[src/rtl/seq_products_mult.sv]
// seq_products_mult: iterative unsigned multiplier that sums R AND-row partial
// products per cycle into a double-width accumulator, with valid/ready on both sides.
module seq_products_mult #(
  parameter int WIDTH      = 8,
  parameter int R          = 1,
  parameter bit EARLY_TERM = 1'b0
) (
  input  logic               clk,
  input  logic               rst,
  input  logic               in_valid,
  output logic               in_ready,
  input  logic [WIDTH-1:0]   a,
  input  logic [WIDTH-1:0]   b,
  output logic               out_valid,
  input  logic               out_ready,
  output logic [2*WIDTH-1:0] product,
  output logic               busy
);

  localparam int STEPS = WIDTH / R;
  localparam int CNT_W = (STEPS > 1) ? $clog2(STEPS) : 1;
  localparam logic [CNT_W-1:0] LAST_CNT = CNT_W'(STEPS - 1);

  if (WIDTH < 2) begin : g_bad_width
    $error("seq_products_mult: WIDTH must be at least 2");
  end

  if (R < 1 || (WIDTH % R) != 0) begin : g_bad_rows
    $error("seq_products_mult: R must divide WIDTH exactly");
  end

  typedef enum logic [1:0] {
    IDLE = 2'd0,
    CALC = 2'd1,
    DONE = 2'd2
  } state_t;

  state_t               state_q, state_d;
  logic [WIDTH-1:0]     ma_q, ma_d;
  logic [WIDTH-1:0]     mb_q, mb_d;
  logic [2*WIDTH-1:0]   acc_q, acc_d;
  logic [CNT_W-1:0]     cnt_q, cnt_d;
  logic [2*WIDTH-1:0]   product_q, product_d;

  logic [2*WIDTH-1:0]   row_sum;
  logic [WIDTH-1:0]     mb_shifted;
  logic                 last_step;

  // Sum of this step's R partial-product rows, each aligned to its multiplier bit weight.
  always_comb begin
    row_sum = '0;
    for (int k = 0; k < R; k++) begin
      row_sum = row_sum +
                ({{WIDTH{1'b0}}, ma_q & {WIDTH{mb_q[k]}}} << (int'(cnt_q) * R + k));
    end
  end

  assign mb_shifted = mb_q >> R;
  assign last_step  = (cnt_q == LAST_CNT) || (EARLY_TERM && (mb_shifted == '0));

  // Next-state and datapath updates; product is only written when a result is final.
  always_comb begin
    state_d   = state_q;
    ma_d      = ma_q;
    mb_d      = mb_q;
    acc_d     = acc_q;
    cnt_d     = cnt_q;
    product_d = product_q;
    unique case (state_q)
      IDLE: begin
        if (in_valid) begin
          ma_d    = a;
          mb_d    = b;
          acc_d   = '0;
          cnt_d   = '0;
          state_d = CALC;
        end
      end
      CALC: begin
        acc_d = acc_q + row_sum;
        mb_d  = mb_shifted;
        cnt_d = cnt_q + CNT_W'(1);
        if (last_step) begin
          product_d = acc_q + row_sum;
          state_d   = DONE;
        end
      end
      DONE: begin
        if (out_ready) begin
          state_d = IDLE;
        end
      end
      default: begin
        state_d = IDLE;
      end
    endcase
  end

  // State and datapath registers; reset abandons any in-flight multiply.
  always_ff @(posedge clk or posedge rst) begin
    if (rst) begin
      state_q   <= IDLE;
      ma_q      <= '0;
      mb_q      <= '0;
      acc_q     <= '0;
      cnt_q     <= '0;
      product_q <= '0;
    end else begin
      state_q   <= state_d;
      ma_q      <= ma_d;
      mb_q      <= mb_d;
      acc_q     <= acc_d;
      cnt_q     <= cnt_d;
      product_q <= product_d;
    end
  end

  assign in_ready  = (state_q == IDLE);
  assign out_valid = (state_q == DONE);
  assign busy      = (state_q == CALC);
  assign product   = product_q;

endmodule

[config.mk]
export PLATFORM = sky130hd
export DESIGN_NAME = seq_products_mult
export DESIGN_NICKNAME = d
export VERILOG_FILES = /design/src/rtl/seq_products_mult.sv
export SDC_FILE = /design/constraint.sdc
export NUM_CORES = 1
export LEC_CHECK = 0
export CAP_MARGIN = 20
export CORE_MARGIN = 8
export CORE_UTILIZATION = 28
export CTS_BUF_LIST = sky130_fd_sc_hd__clkbuf_8
export CTS_CLUSTER_DIAMETER = 80
export DETAILED_ROUTE_END_ITERATION = 8
export GPL_TIMING_DRIVEN = 0
export PLACE_DENSITY = 0.52
export SYNTH_ARGS = -nofsm -noshare
export SYNTH_HDL_FRONTEND = slang
export SYNTH_SLANG_ARGS = --single-unit
[constraint.sdc]
create_clock -name clk -period 8.2 [get_ports clk]
set_input_delay 1.64 -clock clk [delete_from_list [all_inputs] [get_ports clk]]
set_output_delay 1.64 -clock clk [all_outputs]
set_load 0.05 [all_outputs]
**Routed metal, one colour a layer**

(3 px per um)
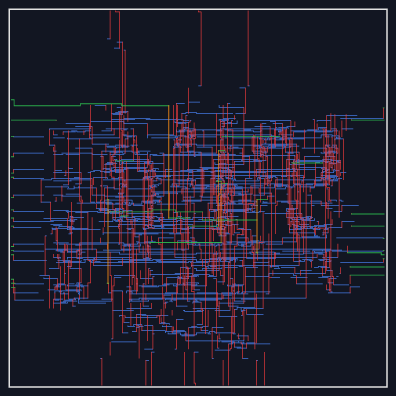
- orange: met4 (wire length 129 um)
- blue: met1 (wire length 4,420 um)
- red: met2 (wire length 3,990 um)
- green: met3 (wire length 289 um)
via count: 2,844
DRT Wirelength: 8.83 mm

**Gate-type map**

(3 px per um)
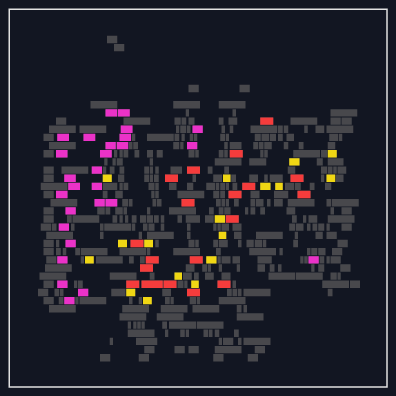
- yellow: AND-OR and OR-AND gates (cells 17)
- magenta: multiplexers (cells 27)
- red: adder and majority cells (cells 19; where centre)
logic share of the area: 46.9%
most frequent logic cell in the layout: nand2_1
post-route insts no fill: 565

**Clock routing**

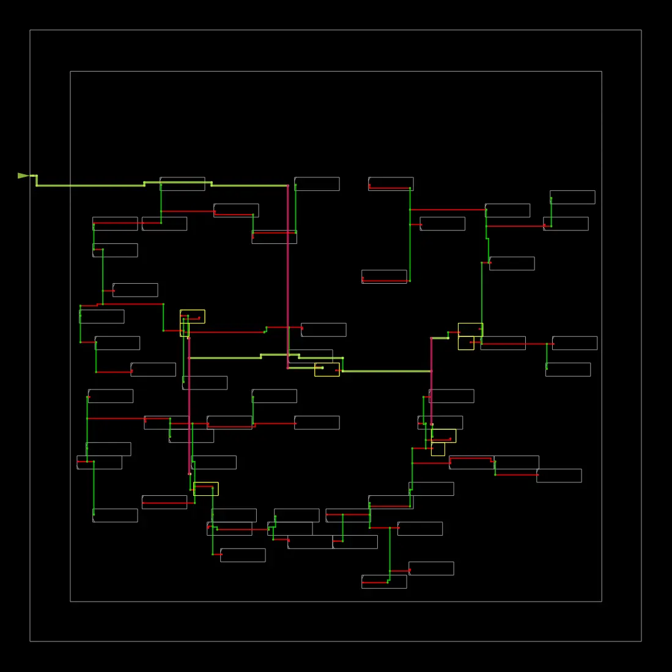
clock buf count: 5
flip-flops: 53

**Port wiring**

(4 px per um)
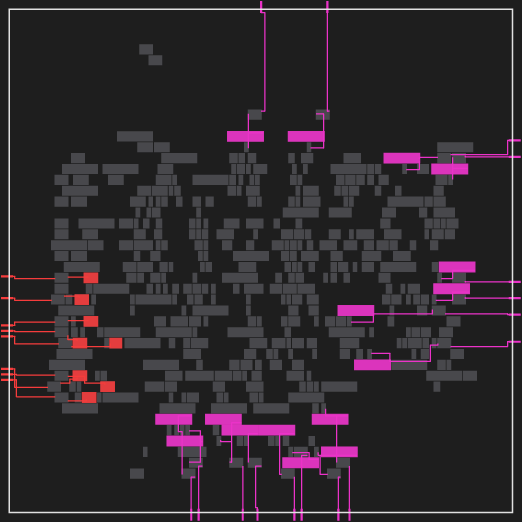
- magenta: `product` (direction output; end cells 16; buffers 16; wire 452 um)
- red: `b` (direction input; end cells 8; buffers 8; wire 147 um)
Ports: 39
PortBufs: 38

**Where the registers sit**

(2 px per um) Other sequential cells in the stronger grey, the rest of the logic in the fainter grey.
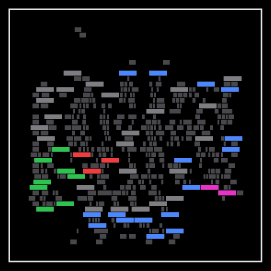
- red: `cnt_q` (placed flops 3)
- green: `mb_q` (placed flops 8)
- blue: `product` (placed flops 16)
- magenta: `state_q` (placed flops 2)
sequential cell power: 0.444 mW
utilization after layout: 34.0%
sequential cell area share: 32.9%
register area: 1330 um2

==> CHANGELOG.md <==
### Physical design

- Row Count: 40
- Ant. Diodes: 0
- Avg Vias per Cell: just over 5
- Antenna-violating nets left: 0
- Number of DRC markers in iteration 0: roughly 120
- FF-to-FF Start: cnt_q[0]$_DFFE_PP0P_
- Crit path DRT: approximately 6600 ps
- # hold bufs at CTS: 0
- CTS clock-pin slew for the worst setup and hold paths: around 100 ps
- Vias in the first global route: approximately 2,900
- MaxCap Viol Count: 0
- Top logic family: AND-OR/OR-AND gates
- Die W: 125 um
- DP HPWL: between 6 and 7 mm
- Yosys warning count: 0
- Clk_lat worst skew: 320 ps
- CTS tree: yes
- Post-Synth Simple-Gate Area: between 10% and 20%
- Outcome: complete, no violations
- Clock sink total: approximately 53
- Init Core Util: between 20% and 30%
- WS Path Type: register to output port
- Hold WC Path Type: register to register
- Slew @ Worst Pin: 900 ps
- Most frequent cells in the layout: nand2_1, dfrtp_1, clkdlybuf4s50_1
- Post-CTS sizing: 0
- CP Data Arrival Time: 2510 ps
- CTS root buf: clkbuf_8
- Adder-cell share of the synthesized area: about 7.3%
- Hold Path Depth: 2
- Global-route wire length before repair: about 15 mm
- Post-synth EDFFs: 0
- Final net count: 456
- Reg2Reg Depth: 13
## synthesized netlist by cell type (all sizes together) (6+ instances only)
library cell	instances	area, um2
buf	12	70.1
nand3	10	50.1
a21oi	19	118
o31ai	6	45.0
mux2i	14	140
clkbuf	10	37.5
nand2	62	233
dfrtp	53	1330
nand2b	7	43.8
mux2	13	146
o22ai	7	43.8
ha	18	225
nor2	24	90.1
inv	8	30.0
o21ai	36	184
## kinds of logic after synthesis
family	Yosys count
AND/OR/NAND/NOR	132
AND-OR/OR-AND	101
flip-flops	53
buffers and inverters	30
multiplexers	27
adder cells (fa/ha/maj)	19
XOR/XNOR	9
## through the flow
stage,total power [mW],cell area (um2),worst slack [ps],hold slack (ps)
2_1_floorplan,1.10,3350,5160,455
3_3_place_gp,1.33,3920,4090,467
3_5_place_dp,1.35,3940,4390,470
4_1_cts,1.51,4030,4020,493
5_1_grt,1.62,4030,3840,526
6_report,1.50,4030,4050,488
## where the power goes
part	leakage (nW)	total (mW)	switching (mW)	internal, mW
sequential	0.674	0.444	0.0735	0.370
combinational	0.995	0.896	0.559	0.336
clock	0.0445	0.157	0.0958	0.0609
total	1.71	1.50	0.729	0.767
## area by class of cell
| class | instances | area, um2 |
|---|---|---|
| buffer | 22 | 108 |
| clock buffer | 5 | 68.8 |
| clock inverter | 3 | 21.3 |
| fill | 1232 | 7830 |
| inverter | 8 | 30.0 |
| multi-input combinational | 288 | 1890 |
| sequential | 53 | 1330 |
| tap | 147 | 184 |
| timing repair buffer | 39 | 400 |
## how the worst max path moves through the flow
stage	start	endpoint
4_1_cts	state_q[1]$_DFFE_PP0P_	busy
3_5_place_dp	state_q[1]$_DFFE_PP0P_	busy
2_1_floorplan	state_q[1]$_DFFE_PP0P_	busy
3_3_place_gp	rst	acc_q[15]$_DFFE_PP0P_
6_report	state_q[1]$_DFFE_PP0P_	busy
5_1_grt	state_q[1]$_DFFE_PP0P_	busy
## flip-flops by register name (all words and copies together) (netlist names)
name and count:
state_q 2, product 16, cnt_q 3, mb_q 8, ma_q 8, acc_q 16
## critical path: stages (launching register included)
cell and delay (ps):
dfrtp_1 420, nand2b_1 150, buf_2 170, inv_2 180
clkbuf_1 370, clkdlybuf4s50_1 890
## per-layer routing
| metal | vias up | part of all wire, % | wire length (um) | GRT usage [%] |
|---|---|---|---|---|
| li1 | 1416 | - | - | - |
| met1 | 1369 | 50 | 4420 | 15.2 |
| met2 | 47 | 45 | 3990 | 18.5 |
| met3 | 12 | 3.3 | 289 | 2.63 |
| met4 | 0 | 1.5 | 128 | 3.30 |
| met5 | - | 0 | 0 | 0 |
Power figures rest on the tool's default switching activity, not on a simulated workload.
